$ cat config.mk
export PLATFORM = sky130hd
export DESIGN_NAME = ac97_frame_tx
export DESIGN_NICKNAME = d
export VERILOG_FILES = /design/src/rtl/ac97_frame_tx.sv
export SDC_FILE = /design/constraint.sdc
export NUM_CORES = 1
export LEC_CHECK = 0
export CAP_MARGIN = 20
export CORE_AREA = 4 4 100 102
export CTS_CLUSTER_DIAMETER = 80
export DETAILED_ROUTE_END_ITERATION = 8
export DIE_AREA = 0 0 104 106
export PLACE_DENSITY = 0.83
export SKIP_LAST_GASP = 1
export SYNTH_ARGS = -nofsm -noshare
export SYNTH_HDL_FRONTEND = slang
export SYNTH_SLANG_ARGS = --single-unit
$ cat constraint.sdc
create_clock -name I_CLK -period 11.9 [get_ports I_CLK]
set_clock_uncertainty 0.1 [all_clocks]
set_input_delay 2.975 -clock I_CLK [delete_from_list [all_inputs] [get_ports I_CLK]]
set_output_delay 2.975 -clock I_CLK [all_outputs]
set_load 0.1 [all_outputs]
$ cat src/rtl/ac97_frame_tx.sv
// ac97_frame_tx: AC-link output-frame serializer for the Game Boy sound path.
//
// Runs on BIT_CLK. Every 256 clocks it sends one SYNC/SDATA_OUT frame that
// carries stereo PCM in slots 3/4 and, when a command is waiting, one codec
// register write in slots 1/2. It also gives the sound controller a
// once-per-frame strobe at the point where the samples are latched.
//
// Optional feature macro: AC97_AUTO_INIT_EN
//   When defined, two codec writes follow warmup before the link is declared
//   up: 0x02 <- 0x0000 (master unmute), then 0x18 <- 0x0808 (PCM out gain).
//   When undefined, warmup goes straight to normal operation.
//
// Ports:
//   I_CLK        in   AC-link BIT_CLK, the only clock
//   I_RESET      in   asynchronous active-high reset
//   I_SO1[19:0]  in   right-channel sample (slot 4)
//   I_SO2[19:0]  in   left-channel sample (slot 3)
//   I_CMD_VALID  in   codec register write request
//   I_CMD_ADDR   in   codec register address
//   I_CMD_DATA   in   codec register data
//   O_CMD_READY  out  command holding register can accept a write
//   O_SYNC       out  AC-link SYNC, high for bits c=0..15
//   O_SDATA_OUT  out  AC-link serial data, frame bit n in cycle c=n+1
//   O_STROBE     out  one-cycle pulse in c=0 (sample latch point)
//   O_LINK_UP    out  warmup (and auto-init, if built) complete
//
// State | meaning
// ------+----------------------------------------------------------------
// WARMUP| all-zero tag and slots, lasts WARMUP_FRAMES frames
// INIT  | auto-init register writes (only with AC97_AUTO_INIT_EN)
// RUN   | frame valid, PCM slots 3/4 valid, slots 1/2 from holding register

module ac97_frame_tx #(
  parameter int WARMUP_FRAMES = 4
) (
  input  logic        I_CLK,
  input  logic        I_RESET,
  input  logic [19:0] I_SO1,
  input  logic [19:0] I_SO2,
  input  logic        I_CMD_VALID,
  input  logic [6:0]  I_CMD_ADDR,
  input  logic [15:0] I_CMD_DATA,
  output logic        O_CMD_READY,
  output logic        O_SYNC,
  output logic        O_SDATA_OUT,
  output logic        O_STROBE,
  output logic        O_LINK_UP
);

  localparam int WU_W = (WARMUP_FRAMES > 1) ? $clog2(WARMUP_FRAMES) : 1;
  localparam logic [WU_W-1:0] WU_LOAD = WU_W'(WARMUP_FRAMES - 1);

  // Tag bit positions within the 16-bit tag word (bit 15 is sent first).
  localparam int TAG_FRAME = 15;
  localparam int TAG_SLOT1 = 14;
  localparam int TAG_SLOT2 = 13;
  localparam int TAG_SLOT3 = 12;
  localparam int TAG_SLOT4 = 11;

  typedef enum logic [1:0] {
    ST_WARMUP = 2'd0,
    ST_INIT   = 2'd1,
    ST_RUN    = 2'd2
  } state_t;

  state_t            r_state;
  logic              r_started;
  logic [7:0]        r_cnt;
  logic [WU_W-1:0]   r_wu_cnt;
  logic              r_hold_full;
  logic [6:0]        r_hold_addr;
  logic [15:0]       r_hold_data;
  logic [94:0]       r_shift;
`ifdef AC97_AUTO_INIT_EN
  logic              r_init_idx;
  logic [6:0]        w_init_addr;
  logic [15:0]       w_init_data;
`endif

  logic [7:0]  w_cnt_nxt;
  logic        w_build;
  logic        w_frame_end;
  logic        w_consume;
  logic        w_accept;
  logic        w_hold_nxt;
  logic        w_enter_run;
  logic        w_link_nxt;
  logic [15:0] w_tag;
  logic [19:0] w_slot1;
  logic [19:0] w_slot2;
  logic [19:0] w_slot3;
  logic [19:0] w_slot4;
  logic [95:0] w_frame;

  // The first clock after reset release lands on c=0 rather than c=1, so the
  // counter only starts advancing once r_started is set.
  assign w_cnt_nxt   = r_started ? (r_cnt + 8'd1) : 8'd0;
  assign w_build     = r_started && (r_cnt == 8'd0);
  assign w_frame_end = r_started && (r_cnt == 8'd255);

  // Readiness is the registered value, so a full holding register blocks a
  // request in c=0 even though it is emptied at the end of that same cycle.
  assign w_accept   = I_CMD_VALID && O_CMD_READY;
  assign w_consume  = w_build && (r_state == ST_RUN) && r_hold_full;
  assign w_hold_nxt = (r_hold_full && !w_consume) || w_accept;

`ifdef AC97_AUTO_INIT_EN
  assign w_init_addr = r_init_idx ? 7'h18 : 7'h02;
  assign w_init_data = r_init_idx ? 16'h0808 : 16'h0000;
  assign w_enter_run = w_frame_end && (r_state == ST_INIT) && r_init_idx;
`else
  assign w_enter_run = w_frame_end && (r_state == ST_WARMUP) && (r_wu_cnt == '0);
`endif
  assign w_link_nxt = O_LINK_UP || w_enter_run;

  always_comb begin
    w_tag   = '0;
    w_slot1 = '0;
    w_slot2 = '0;
    w_slot3 = '0;
    w_slot4 = '0;
    case (r_state)
`ifdef AC97_AUTO_INIT_EN
      ST_INIT: begin
        w_tag[TAG_FRAME] = 1'b1;
        w_tag[TAG_SLOT1] = 1'b1;
        w_tag[TAG_SLOT2] = 1'b1;
        w_tag[TAG_SLOT3] = 1'b1;
        w_tag[TAG_SLOT4] = 1'b1;
        w_slot1 = {1'b0, w_init_addr, 12'h000};
        w_slot2 = {w_init_data, 4'h0};
        w_slot3 = I_SO2;
        w_slot4 = I_SO1;
      end
`endif
      ST_RUN: begin
        w_tag[TAG_FRAME] = 1'b1;
        w_tag[TAG_SLOT3] = 1'b1;
        w_tag[TAG_SLOT4] = 1'b1;
        w_slot3 = I_SO2;
        w_slot4 = I_SO1;
        if (r_hold_full) begin
          w_tag[TAG_SLOT1] = 1'b1;
          w_tag[TAG_SLOT2] = 1'b1;
          w_slot1 = {1'b0, r_hold_addr, 12'h000};
          w_slot2 = {r_hold_data, 4'h0};
        end
      end
      default: ;
    endcase
  end

  // Bits 96..255 of the frame are always zero, so only 96 bits are built;
  // the shift register fills with zeros behind them.
  assign w_frame = {w_tag, w_slot1, w_slot2, w_slot3, w_slot4};

  always_ff @(posedge I_CLK or posedge I_RESET) begin
    if (I_RESET) begin
      r_state     <= ST_WARMUP;
      r_started   <= 1'b0;
      r_cnt       <= 8'd0;
      r_wu_cnt    <= WU_LOAD;
      r_hold_full <= 1'b0;
      r_hold_addr <= '0;
      r_hold_data <= '0;
      r_shift     <= '0;
`ifdef AC97_AUTO_INIT_EN
      r_init_idx  <= 1'b0;
`endif
      O_SYNC      <= 1'b0;
      O_SDATA_OUT <= 1'b0;
      O_STROBE    <= 1'b0;
      O_CMD_READY <= 1'b0;
      O_LINK_UP   <= 1'b0;
    end else begin
      r_started <= 1'b1;
      r_cnt     <= w_cnt_nxt;
      O_SYNC    <= (w_cnt_nxt < 8'd16);
      O_STROBE  <= (w_cnt_nxt == 8'd0);

      // Loading at the end of c=0 puts frame bit 0 on the wire in c=1.
      if (w_build) begin
        {O_SDATA_OUT, r_shift} <= w_frame;
      end else begin
        {O_SDATA_OUT, r_shift} <= {r_shift, 1'b0};
      end

      r_hold_full <= w_hold_nxt;
      if (w_accept) begin
        r_hold_addr <= I_CMD_ADDR;
        r_hold_data <= I_CMD_DATA;
      end

      O_LINK_UP   <= w_link_nxt;
      O_CMD_READY <= w_link_nxt && !w_hold_nxt;

      if (w_frame_end) begin
        case (r_state)
          ST_WARMUP: begin
            if (r_wu_cnt == '0) begin
`ifdef AC97_AUTO_INIT_EN
              r_state    <= ST_INIT;
              r_init_idx <= 1'b0;
`else
              r_state    <= ST_RUN;
`endif
            end else begin
              r_wu_cnt <= r_wu_cnt - 1'b1;
            end
          end
`ifdef AC97_AUTO_INIT_EN
          ST_INIT: begin
            if (r_init_idx) begin
              r_state <= ST_RUN;
            end else begin
              r_init_idx <= 1'b1;
            end
          end
`endif
          ST_RUN:  r_state <= ST_RUN;
          default: r_state <= ST_WARMUP;
        endcase
      end
    end
  end

endmodule

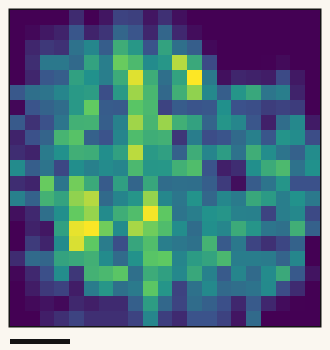
Figure 1: run 1, wiring heat map.
Bar = 20 µm. The die is cut into 21 by 21 equal tiles; dark purple is low, yellow is high, scaled to the fullest tile. Values are wire area over tile area, all layers added.
tiles over half the peak: 27%
nearly empty tiles: 13%
mean over tiles: 0.15
fullest tile: 0.42
densest ninth of the die: centre

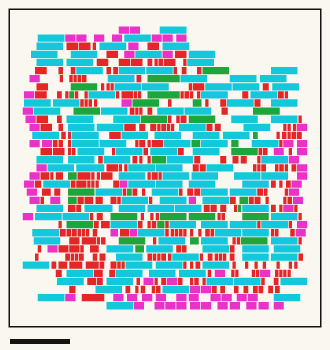
Figure 2: run 1, placed cells, one colour a class.
Bar = 20 µm.
| class | colour | cells | share of their area |
|---|---|---|---|
| flip-flops | cyan | 136 | 53% |
| other buffers and delay cells | magenta | 74 | 11% |
| all other logic | red | 312 | 26% |
| clock drivers and dummy loads | green | 32 | 8.9% |

==> run notes, run 1 <==
Main metrics from the flow reports.

The peak fanout along the critical path came out at 4. The via count of the first global-routing pass is 3721. Wire segments on met3 add up to 366 µm in the final route. The combinational gate area came out at 0.00165 mm². The combinational group share of total power is 5.8%. The width of the die is 104 µm.

The synthesis stat section lists a flop and latch total of 136. The minimum setup slack after placement is 6850 ps. Per STA, the worst path accumulates the most delay in the family buffers and inverters. The average cell area after synthesis came out at 10.9 µm². Post-CTS repair ended up resizing 0 cells.

The design draws 1.03 mW. The chip area line in the Yosys stat output reads 0.00523 mm². The total number of H-tree levels came out at 4. Per the run summary, max-cap violations total 0. The number of clock sinks came to 136. The total number of tap cells is 111. The upper clock frequency limit is 195 MHz. The pin count of the biggest net entering global routing is 98. The slowest stage cell on the critical path is sky130_fd_sc_hd__clkdlybuf4s50_1. The largest registers in the layout are r_shift x95, r_hold_data x16, r_cnt x8. The most common logic cell in the final layout is sky130_fd_sc_hd__nand2_1. The main logic family after synthesis is simple AND/OR/NAND/NOR gates. For the completed layout, the total cell area is recorded as 0.00652 mm².

The clock slew seen by the registers of the worst setup and hold paths came out at 60 ps. The standard cell core area is 0.00911 mm². Of the total synthesized cell area, the portion taken by XOR and XNOR cells is 0.838%. The number of ordinary and repair buffers in the finished layout came out at 74.

In this run the critical path is formed by clkdlybuf4s50_1. The post-detailed-placement cell area came out at 0.00595 mm². For this design, the CTS-stage hold fixing added 0 buffers. The register with the most flip-flops in the layout has 95 of them.

The kind of start point of the critical path is a flip-flop. In this run the most used layer during global routing was met2. In this run, the synthesized area fraction spent on and/or/nand/nor cells is recorded as 22.5%. The worst relative slew slack came out at 34.5%. The first global-routing pass estimated 17700 µm of wire. The maximum resistive drop on vdd came out at 113 µV.

STA lists the startpoint of the worst register-to-register path as r_cnt[0]. Among all stages on the critical path, the maximum delay recorded is 1160 ps. The final core area utilization is 71.6%. The tally of unique sky130hd cells used after synthesis came out at 35. Buffers outside the clock tree occupy 11.2% of the routed design's cell area. The primary flip-flop cell chosen by synthesis mapping is sky130_fd_sc_hd__dfrtp_1. The combined flip-flop and latch cell area is 0.00341 mm².

The sequential power reported by the tool is 473 µW. Clock network power for this build is 499 µW. The number of routed nets with antenna violations is 0. The count of routing violations after the opening detailed-route iteration came out at 212. The flow ran to the end, and the final reports show no timing, DRC or antenna violations. The critical path capture point type is an output port.

In the post-synthesis netlist, the biggest area contributors are sky130_fd_sc_hd__dfrtp_1, sky130_fd_sc_hd__nand2_1, sky130_fd_sc_hd__nand3_1. The global-route met2 utilization came out at 34.0%. The number of enable flip-flop cells is 0. The number of multi-input combinational cells came out at 305.

The tree is rooted in a sky130_fd_sc_hd__clkbuf_8. The time the final worst path needs with I/O delays and setup came out at 5130 ps. The origin of the worst min-delay path is r_shift[13].

The share of synthesized area spent on multiplexers came out at 5.53%. The number of buffers added for setup after CTS is 0. The area of the mapped netlist came out at 0.00523 mm². The synthesis stats list as the most numerous cell sky130_fd_sc_hd__nand2_1. The summed negative setup slack over all endpoints is 0 ps. The fraction of registers with async set/reset is 100%. For this block, wires on met1 add up to 4420 µm. The first-pass iteration count of the detailed router came out at 4. The layout overhead on the synthesized area is 24.7%.

The required time of the worst setup path came out at 8830 ps. No sink is reached through more buffers than the 2 on the longest clock path. The total length of routed wires is 10400 µm. The power report puts the net switching power at 237 µW. The worst hold path terminates at r_shift[14]. Setup repair after global routing left no endpoint under its margin.

The logic share of the area is 25.3%. The detailed-placement wirelength estimate is 5930 µm. The top cell types in the final layout, fill and taps aside, are sky130_fd_sc_hd__nand2_1, sky130_fd_sc_hd__dfrtp_1, sky130_fd_sc_hd__clkdlybuf4s50_1. The yosys stat cell total came out at 478.

The script reports the combined buffer and inverter count of the critical path as 1. The power in combinational cells came out at 59.6 µW. The routed via count came out at 3486.

The setup slack of the critical path after layout is 6770 ps. The post-synthesis sequential area ratio is 65.2%. The synthesized design devotes to its leading area cell type 64.1% of total area. The number of inserted diodes came out at 0. From the final report, the count of setup violators was given as 0. The fraction of area in clock buffers and inverters came out at 8.73%. The largest part of the power goes to clock.

The aoi/oai-family share of the synthesized area is 1.84%. The number of antenna violations at the first check in global routing is 0. The transition time recorded at the tightest slew-check pin is 980 ps. The post-layout instance count excluding filler cells came out at 665. The total DRC errors in the routed layout is 0. The met3 layer usage reported by global route is 6.19%.

The cell-internal power came out at 794 µW. In the finished design the tool counted flip-flops and latches totalling 136. The flip-flop and latch share of the layout cell area came out at 52.2%. The final weighted congestion of routability-driven global placement is 0.745. The data arrival time of the worst path came out at 2060 ps. The tightest hold path in the finished design has a slack of 330 ps. The synthesis report lists the Yosys warning total as 0. The insertion delay at the late pin of the worst-skew pair is 510 ps.

The register with the most flip-flops is r_shift. The inverter tally of the final layout excluding the clock network came out at 7. The number of hold violations in the final report is 0.

The path length in cells of the critical path came out at 1. The leakage power figure came out at 3.34 nW. The critical path starts at O_CMD_READY. The net count of the mapped netlist is 547. The number of core rows came out at 35.

The total grt overflow is 0. The portion of the clock cycle consumed by the worst path in the final layout is 43.1%. Counting the clock-network buffers in the layout gives 18. The worst reg-to-reg path cell count is 7. The total power density per cell area came out at 158 mW/mm². The height of the die came out at 106 µm. The via-per-instance ratio is 5.24. Among all cell classes, the greatest summed area belongs to sequential cells.
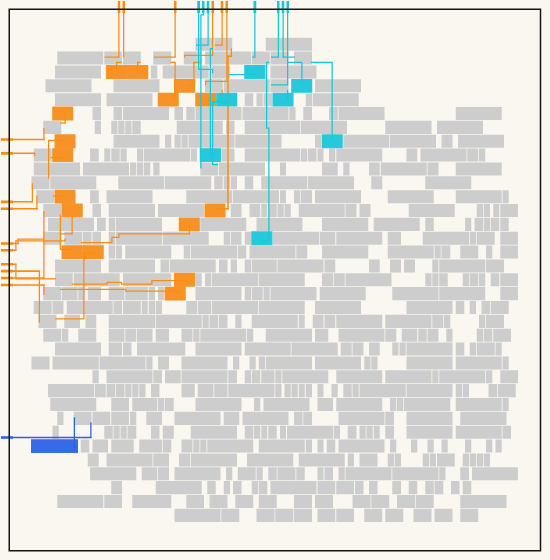
Figure 3: run 1, port wiring.
| port | colour | bits | direction | edge | end cells | buffers | wire |
|---|---|---|---|---|---|---|---|
| `O_SYNC` | blue | 1 | output | west | 1 | 1 | 24.5 µm |
| `I_CMD_ADDR` | cyan | 7 | input | north | 7 | 7 | 211 µm |
| `I_CMD_DATA` | orange | 16 | input | 10 west, 6 north | 16 | 16 | 364 µm |
I/O pins: 71
count of port buffers added during placement: 70

Figure 4. Congestion heat map (run 1).
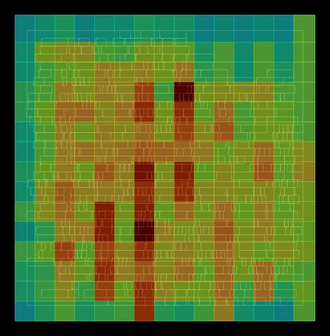

==> inputs of run 2 (changes only) <==
--- a/config.mk
+++ b/config.mk
@@ -6,11 +6,11 @@
 export NUM_CORES = 1
 export LEC_CHECK = 0
 export CAP_MARGIN = 20
-export CORE_AREA = 4 4 100 102
+export CORE_AREA = 4 4 104 106
 export CTS_CLUSTER_DIAMETER = 80
 export DETAILED_ROUTE_END_ITERATION = 8
-export DIE_AREA = 0 0 104 106
-export PLACE_DENSITY = 0.83
+export DIE_AREA = 0 0 108 110
+export PLACE_DENSITY = 0.77
 export SKIP_LAST_GASP = 1
 export SYNTH_ARGS = -nofsm -noshare
 export SYNTH_HDL_FRONTEND = slang
==> constraint.sdc (replaced) <==
create_clock -name I_CLK -period 5.2 [get_ports I_CLK]
set_clock_uncertainty 0.1 [all_clocks]
set_input_delay 1.3 -clock I_CLK [delete_from_list [all_inputs] [get_ports I_CLK]]
set_output_delay 1.3 -clock I_CLK [all_outputs]
set_load 0.1 [all_outputs]
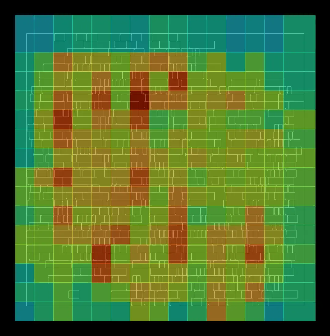
Figure 5: run 2, congestion heat map.
routing layer with the top usage in global route: met2
gr usage total: 17.6%
DR WL/cell: 13.9 µm

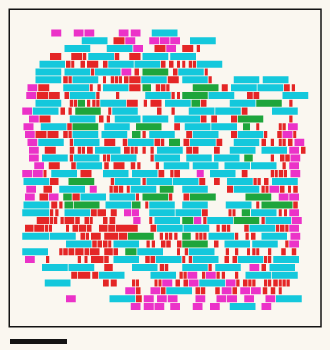
Figure 6: run 2, placed cells, one colour a class.
Bar = 20 µm.
| class | colour | cells | share of their area |
|---|---|---|---|
| other buffers and delay cells | magenta | 76 | 12% |
| clock drivers and dummy loads | green | 32 | 8.9% |
| flip-flops | cyan | 136 | 53% |
| all other logic | red | 312 | 26% |
Core ar.: 0.00977 mm²
final instance area: 0.00657 mm²
sequential fraction of total cell area: 51.8%
# rows: 36

==> run notes, run 2 <==
Main metrics from the flow reports.

The data arrival time of the worst path came out at 2040 ps. Post-CTS repair changed the size of 0 cells. The largest registers in the layout are r_shift x95, r_hold_data x16, r_cnt x8. The met3 layer wire length in the routed design came out at 396 µm. The detail route stage leaves a number of antenna-violating nets equal to 0. The setup slack of the critical path after layout is 1760 ps. The layout report lists the clock-cell share of area as 8.70%. The timing report attributes the biggest portion of critical-path delay to buffers and inverters. The largest incremental delay on the critical path is 1150 ps. The simple-gate share of the synthesized area is 22.5%. The detailed-placement wirelength estimate came out at 5700 µm.

The placement summary gives the final routability congestion estimate as 0.794. The share of synthesized area spent on multiplexers came out at 5.53%. The fraction of registers with async set/reset came out at 100%. The dominant kind of cell by area is sequential cells. The internal portion of the total power is 1.79 mW. The power in combinational cells is 138 µW. The maximum root-to-sink buffer count came out at 2. The timing report gives the worst reg2reg path a setup slack of 2510 ps. The fraction of layout cells with a size suffix above 1 is 12.2%.

The power report puts the net switching power at 571 µW. The net count of the mapped netlist came out at 547. The flip-flop count of the largest register, all copies and words added came out at 95. The via-per-instance ratio is 5.02. The share of Yosys cell area claimed by the top area cell type came out at 64.1%. There are 136 flip-flops and latches. The power consumed by sequential cells is 1.08 mW. The time the final worst path needs with I/O delays and setup came out at 3440 ps. In this run the power density over the cells is 359 mW/mm². TritonCTS built the clock tree.

The number of multi-input combinational cells came out at 305. The via count of the first global-routing pass is 3612. Non-clock buffers make up 11.4% of the layout cell area. The report lists the cells along the critical path as clkdlybuf4s50_1. The wire length on met1 is 4440 µm.

Measured against its own limit, the worst slew margin works out to 33.9%. The area reported by Yosys stat is 0.00523 mm². Per the timing report, the achievable frequency comes out to 291 MHz.

Per report_power, the Clock row totals 1.14 mW. The end point of the most critical hold path is r_shift[3]. The combinational group share of total power is 5.8%.

After clock tree synthesis, the flow added hold-fix buffers numbering 0. The portion of the clock cycle consumed by the worst path in the final layout is 66.2%. Summing over every cut layer, the via total after detailed routing is 3458.

The count of routing violations after the opening detailed-route iteration is 156. The worst register-to-register path depth is 6. For this block, the routed nets add up to 9540 µm of wire. The clock slew seen by the registers of the worst setup and hold paths is 60 ps. At the pin with the least slew margin, the transition time is 989 ps. During synthesis, Yosys emitted a total of 0 warnings. The number of primary I/O pins came out at 71. The average cell area after synthesis is 10.9 µm². The leakage power figure is 3.35 nW. Of all power groups, the one with the highest power is clock. Hold timing on the final database bottoms out at a slack of 335 ps. STA classifies the critical path endpoint as an output port. The pin count of the biggest net entering global routing is 98. The peak fanout along the critical path is 4. The flow ran to the end, and the final reports show no timing, DRC or antenna violations.

The number of input and output port buffers inserted came out at 70. The required time of the worst setup path came out at 3800 ps. The pre-antenna-repair detailed-routing pass consisted of 4 iterations. The number of buffers added for setup after CTS is 0.

Looking at hold timing, the worst path starts from r_shift[2]. The count of state elements after synthesis came out at 136. The number of setup violations in the final report is 0.

The width of the die came out at 108 µm. TritonRoute reported its final design rule violation total as 0. The summed negative setup slack over all endpoints came out at 0 ps. Ranked by flip-flop count, first place goes to r_shift.

The post-synthesis sequential area ratio came out at 65.2%. Looking at the reg2reg group, the worst path starts from r_cnt[0]. Looking at the clock tree report, the root buffer type is sky130_fd_sc_hd__clkbuf_8. The sequential share of power came out at 45.8%. The total count of max-transition violations in the final report is 0. The worst setup path startpoint is O_CMD_READY. The post-layout instance count excluding filler cells came out at 689. The minimum setup slack after placement is 2070 ps. The final total power is 2.36 mW. The path length in cells of the critical path came out at 1. The number of hold violations in the final report came out at 0. For this run, the leading register cell type out of synthesis is sky130_fd_sc_hd__dfrtp_1.

Summing the areas of all xor and xnor instances in the mapped netlist gives 0.838% of the synthesized area. Setup repair after global routing left no endpoint under its margin. The library cells used most frequently in the layout, excluding fill and tap cells, are sky130_fd_sc_hd__nand2_1, sky130_fd_sc_hd__dfrtp_1, sky130_fd_sc_hd__clkdlybuf4s50_1.

The number of violations of the max-capacitance limit is 0. At the later pin of the worst-skew pair, clock insertion delay measures 510 ps. The number of enable flip-flop cells came out at 0. Among all cell types in the netlist, the one instantiated most often is sky130_fd_sc_hd__nand2_1. On met3, the global router reports a usage of 4.60%.

The logic share of the area came out at 25.1%. The buffer and inverter count on the worst path came out at 1. The combined flip-flop and latch cell area came out at 0.00341 mm².

Cells fill 67.2% of the core in the end. In the post-synthesis netlist, the biggest area contributors are sky130_fd_sc_hd__dfrtp_1, sky130_fd_sc_hd__nand2_1, sky130_fd_sc_hd__nand3_1. In this run the cell area of the synthesized design comes to 0.00523 mm². The clock net sink count came out at 136. The aoi/oai-family share of the synthesized area is 1.84%. The inverter tally of the final layout excluding the clock network is 7.

In this run, the synthesized area fraction spent on adder and majority cells is recorded as 0.718%. Of the combinational cells, the family taking the most area is simple AND/OR/NAND/NOR gates. The number of inserted diodes came out at 0. The clock tree synthesis step divided the H-tree into 4 levels. Summed over all layers, the global routing overflow is 0.

The most frequent logic cell in the layout is sky130_fd_sc_hd__nand2_1. The flow measured a signed area growth from synthesis to layout of 25.7%. From bottom edge to top edge, the die measures 110 µm. The combinational gate area came out at 0.00165 mm². The number of antenna violations at the first check in global routing is 0.

The number of clock buffers in the layout came out at 17. The post-detailed-placement cell area came out at 0.00600 mm². The global-route met2 utilization came out at 28.9%. The yosys stat cell total came out at 478.
Figure 7. Wiring heat map (run 2).
Bar = 20 µm. The die is cut into 22 by 22 equal tiles; dark purple is low, yellow is high, scaled to the fullest tile. Values are wire area over tile area, all layers added.
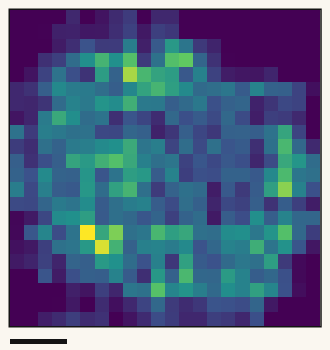

==> inputs of run 3 (changes only) <==
==> constraint.sdc (replaced) <==
create_clock -name I_CLK -period 3.59 [get_ports I_CLK]
set_clock_uncertainty 0.1 [all_clocks]
set_input_delay 0.8975 -clock I_CLK [delete_from_list [all_inputs] [get_ports I_CLK]]
set_output_delay 0.8975 -clock I_CLK [all_outputs]
set_load 0.1 [all_outputs]
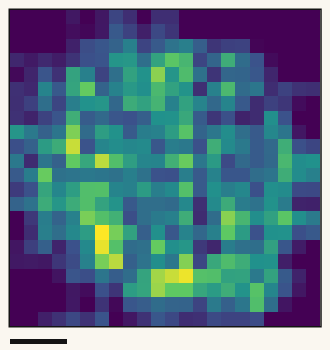
Figure 8: run 3, wiring heat map.
Bar = 20 µm. The die is cut into 22 by 22 equal tiles; dark purple is low, yellow is high, scaled to the fullest tile. Values are wire area over tile area, all layers added.
nearly empty tiles: 16%
fullest tile: 0.40
emptiest ninth of the die: north-east
tiles over half the peak: 24%
mean over tiles: 0.13
DR WL/cell: 14.2 µm
vias: 3489
WL final: 9810 µm
gr usage total: 18.4%

==> run notes, run 3 <==
Main metrics from the flow reports.

The run finished with clean final reports. For the worst reg-to-reg path, the endpoint reported by OpenROAD is r_shift[87]. The first-pass iteration count of the detailed router is 4.

The highest-utilization routing layer at the global route stage is met2. The yosys stat cell total came out at 478. The count of routing violations after the opening detailed-route iteration is 186.

The worst hold path terminates at r_shift[13]. Hold-check failures listed in the final report amount to 0. The detailed-placement wirelength estimate came out at 6140 µm.

The via count of the first global-routing pass was 3659. The clock slew seen by the registers of the worst setup and hold paths came out at 60 ps. The met3 layer usage reported by global route is 4.95%. The dominant kind of cell by area is sequential cells. The number of routed nets with antenna violations came out at 0. Using the TritonRoute via totals, the vias-per-cell ratio works out to 5.06. Of the total power, registers draw 43.8%. For this run, the leading register cell type out of synthesis is sky130_fd_sc_hd__dfrtp_1.

STA on the placed design reports a worst setup slack of 868 ps. In the synthesized netlist, the cells that appear most often are sky130_fd_sc_hd__nand2_1, sky130_fd_sc_hd__dfrtp_1, sky130_fd_sc_hd__nand3_1. The critical path runs through a total of 6 cells. The number of enable flip-flop cells is 0.

The net count of the mapped netlist came out at 547. The clock tree has to reach 136 sinks. Per report_power, the Sequential row totals 1.57 mW.

The aoi/oai-family share of the synthesized area is 1.84%. The total number of H-tree levels is 4. The buffer and inverter count on the worst path came out at 2. After routing the design area is 0.00663 mm². The post-detailed-placement cell area is 0.00601 mm². The number of cells upsized or downsized after cts is 0.

The standard cell core area is 0.00977 mm². The tally of unique sky130hd cells used after synthesis is 35. Ranked by total cell area, the synthesized netlist is headed by sky130_fd_sc_hd__dfrtp_1, sky130_fd_sc_hd__nand2_1, sky130_fd_sc_hd__nand3_1. The pin count of the biggest net entering global routing is 98. In this run, the clock network consumes 50.5% of the power. Setup repair after global routing left no endpoint under its margin. For the pin with the worst max-slew slack, the measured transition is 930 ps. Of the total power, the share spent switching nets is 20.7%. The number of input and output port buffers inserted is 70. The total grt overflow came out at 0.

Counting the inverters off the clock network in the layout gives 7. The leakage power figure is 3.39 nW. The peak fanout along the critical path came out at 97. The area reported by Yosys stat came out at 0.00523 mm². The met1 layer usage reported by global route is 23.7%. For flop-to-flop paths, the worst setup slack is 940 ps. On the critical path the largest part of the delay comes from simple AND/OR/NAND/NOR gates. The worst hold path cell count is 2. The share of synthesized area spent on multiplexers is 5.53%. The global-route met2 utilization is 30.1%.

TritonCTS built the clock tree. The number of setup violations in the final report came out at 0. The largest registers in the layout are r_shift x95, r_hold_data x16, r_cnt x8. The total number of tap cells came out at 133. As reported, the later end of the worst-skew pair has a clock insertion delay of 500 ps. The total clock network power is 1.81 mW.

The top cell types in the final layout, fill and taps aside, are sky130_fd_sc_hd__nand2_1, sky130_fd_sc_hd__dfrtp_1, sky130_fd_sc_hd__nand3_1. The library cell with the largest summed area after synthesis is sky130_fd_sc_hd__dfrtp_1. Cells fill 67.9% of the core in the end.

Looking at the critical path, the single cell with the biggest stage delay is sky130_fd_sc_hd__or4_2. Measured in cells, the most critical reg-to-reg path has a length of 6. In this run the worst setup path begins at r_cnt[0].

The time the final worst path needs with I/O delays and setup came out at 2650 ps. The worst path meets setup with 944 ps of slack. The fill cell total of the finished layout came out at 739. In the final layout, the share of cells above drive strength 1 is 13.1%.

The number of core rows came out at 36. The post-synthesis sequential area ratio came out at 65.2%. The most instantiated library cell after synthesis is sky130_fd_sc_hd__nand2_1. The number of ordinary and repair buffers in the finished layout is 78. The height of the die is 110 µm. The number of primary I/O pins is 71. The post-layout instance count excluding filler cells is 690. The met3 layer wire length in the routed design is 403 µm. The power in combinational cells came out at 203 µW.

The final weighted congestion of routability-driven global placement came out at 0.762. The summed negative setup slack over all endpoints came out at 0 ps. The root buffer cell chosen for the clock tree is sky130_fd_sc_hd__clkbuf_8. The number of inserted diodes came out at 0. Ranked by power, first place goes to clock. The most frequent logic cell in the layout is sky130_fd_sc_hd__nand2_1. The launch point of the worst register-to-register path is recorded as r_cnt[0]. For the worst setup path, the data arrival time is 2930 ps. The number of sequential cells is 136.

Counting flops per register, the top entry is r_shift. The worst relative slew slack is 37.9%. The combined flip-flop and latch cell area is 0.00341 mm². The number of buffers inserted during clock tree synthesis came out at 17. The switching power of the nets is 739 µW. In this run, post-CTS hold repair placed 0 buffers. Per the detail_route report, DRC violations left total 0. The maximum resistive drop on vdd came out at 321 µV. The maximum root-to-sink buffer count came out at 2. The fraction of area in clock buffers and inverters came out at 9.38%. For the worst setup path, the data required time is 3870 ps.

The area of the mapped netlist came out at 0.00523 mm². Per the summary, power density relative to cell area is 539 mW/mm². The instance count of the mapped netlist came out at 478.

The critical path capture point type is a flip-flop. The layout overhead on the synthesized area came out at 26.9%. The number of antenna violations at the first check in global routing is 0. 305 cells are multi-input combinational gates. The first-pass GRT wire length came out at 17000 µm. The upper clock frequency limit is 378 MHz. Per STA, the worst path is made up of inv_1, ha_1, or4b_4, or4_2, buf_4, and2_1.

The flip-flop count of the largest register, all copies and words added came out at 95. The number of setup buffers added after CTS is 0. The largest incremental delay on the critical path came out at 540 ps. The combinational gate area came out at 0.00165 mm². The number of warnings in the stage logs came out at 27. The logic share of the area is 24.8%.

Per the detail_route log, met2 wirelength is 4980 µm. The layout report lists the non-clock buffer share of cell area as 11.5%. Of the total synthesized cell area, the portion taken by AND, OR, NAND and NOR gates is 22.5%.

The worst path uses 73.7% of the clock period. The design draws 3.58 mW. The average cell area after synthesis is 10.9 µm². The number of clock buffers in the layout came out at 18. On the final layout, the worst hold slack is 327 ps. The post-synth register bit count is 136.

The worst setup path is of the reg -> reg kind. The area fraction in full adders, half adders and majority gates came out at 0.718%. The total count of max-transition violations in the final report came out at 0. The warning tally printed by Yosys for this design is 0.

STA lists the startpoint of the worst hold path as r_shift[12]. The combinational group share of total power is 5.7%. The number of violations of the max-capacitance limit came out at 0. The fraction of registers with async set/reset is 100%.

The synthesized-area fraction occupied by xor and xnor cells came out at 0.838%. The share of Yosys cell area claimed by the top area cell type came out at 64.1%. Per the layout area report, the sequential fraction of cell area is 51.3%.

The kind of start point of the critical path is a flip-flop. Among the non-sequential cells, simple AND/OR/NAND/NOR gates take the most area. According to the floorplan report, the total die area is 0.0119 mm². The width of the die came out at 108 µm. The cell-internal power is 2.84 mW. In the final routing, the length of wire on met1 measures 4270 µm.
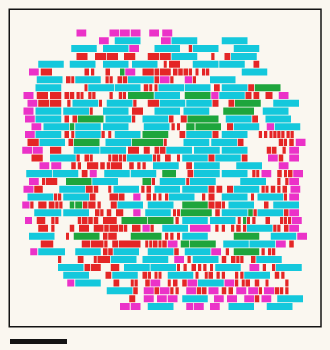
Figure 9: run 3, placed cells, one colour a class.
Bar = 20 µm.
| class | colour | cells | share of their area |
|---|---|---|---|
| clock drivers and dummy loads | green | 31 | 9.6% |
| all other logic | red | 312 | 26% |
| other buffers and delay cells | magenta | 78 | 12% |
| flip-flops | cyan | 136 | 53% |


==> layout pictures side by side <==
Sizing map.
picture 1
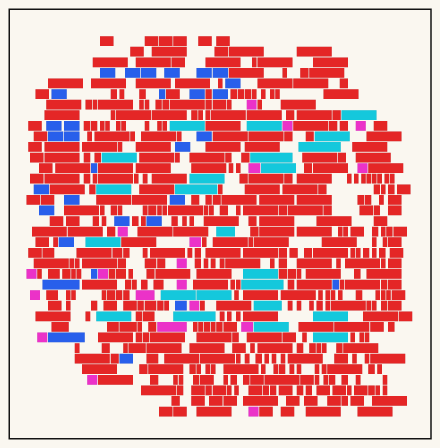
picture 2
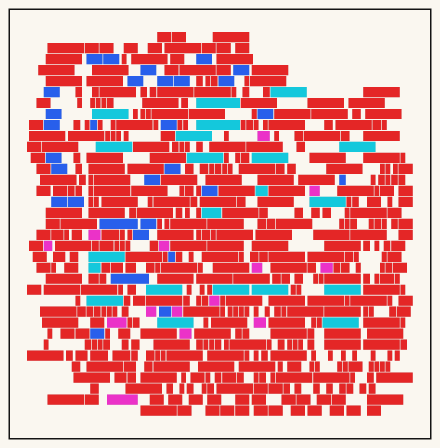
For run 1, see picture 2.
For run 3, see picture 1.

Key to picture 2:
| size | colour | cells | share | most used |
|---|---|---|---|---|
| drive 6 and up | cyan | 21 | 3.8% | clkbuf_16 |
| drive 3 to 4 | magenta | 14 | 2.5% | clkinv_4 |
| drive 2 | blue | 30 | 5.4% | mux2_2 |
| drive 1 or less | red | 489 | 88% | nand2_1 |

Power is estimated from default activity; no workload was simulated.
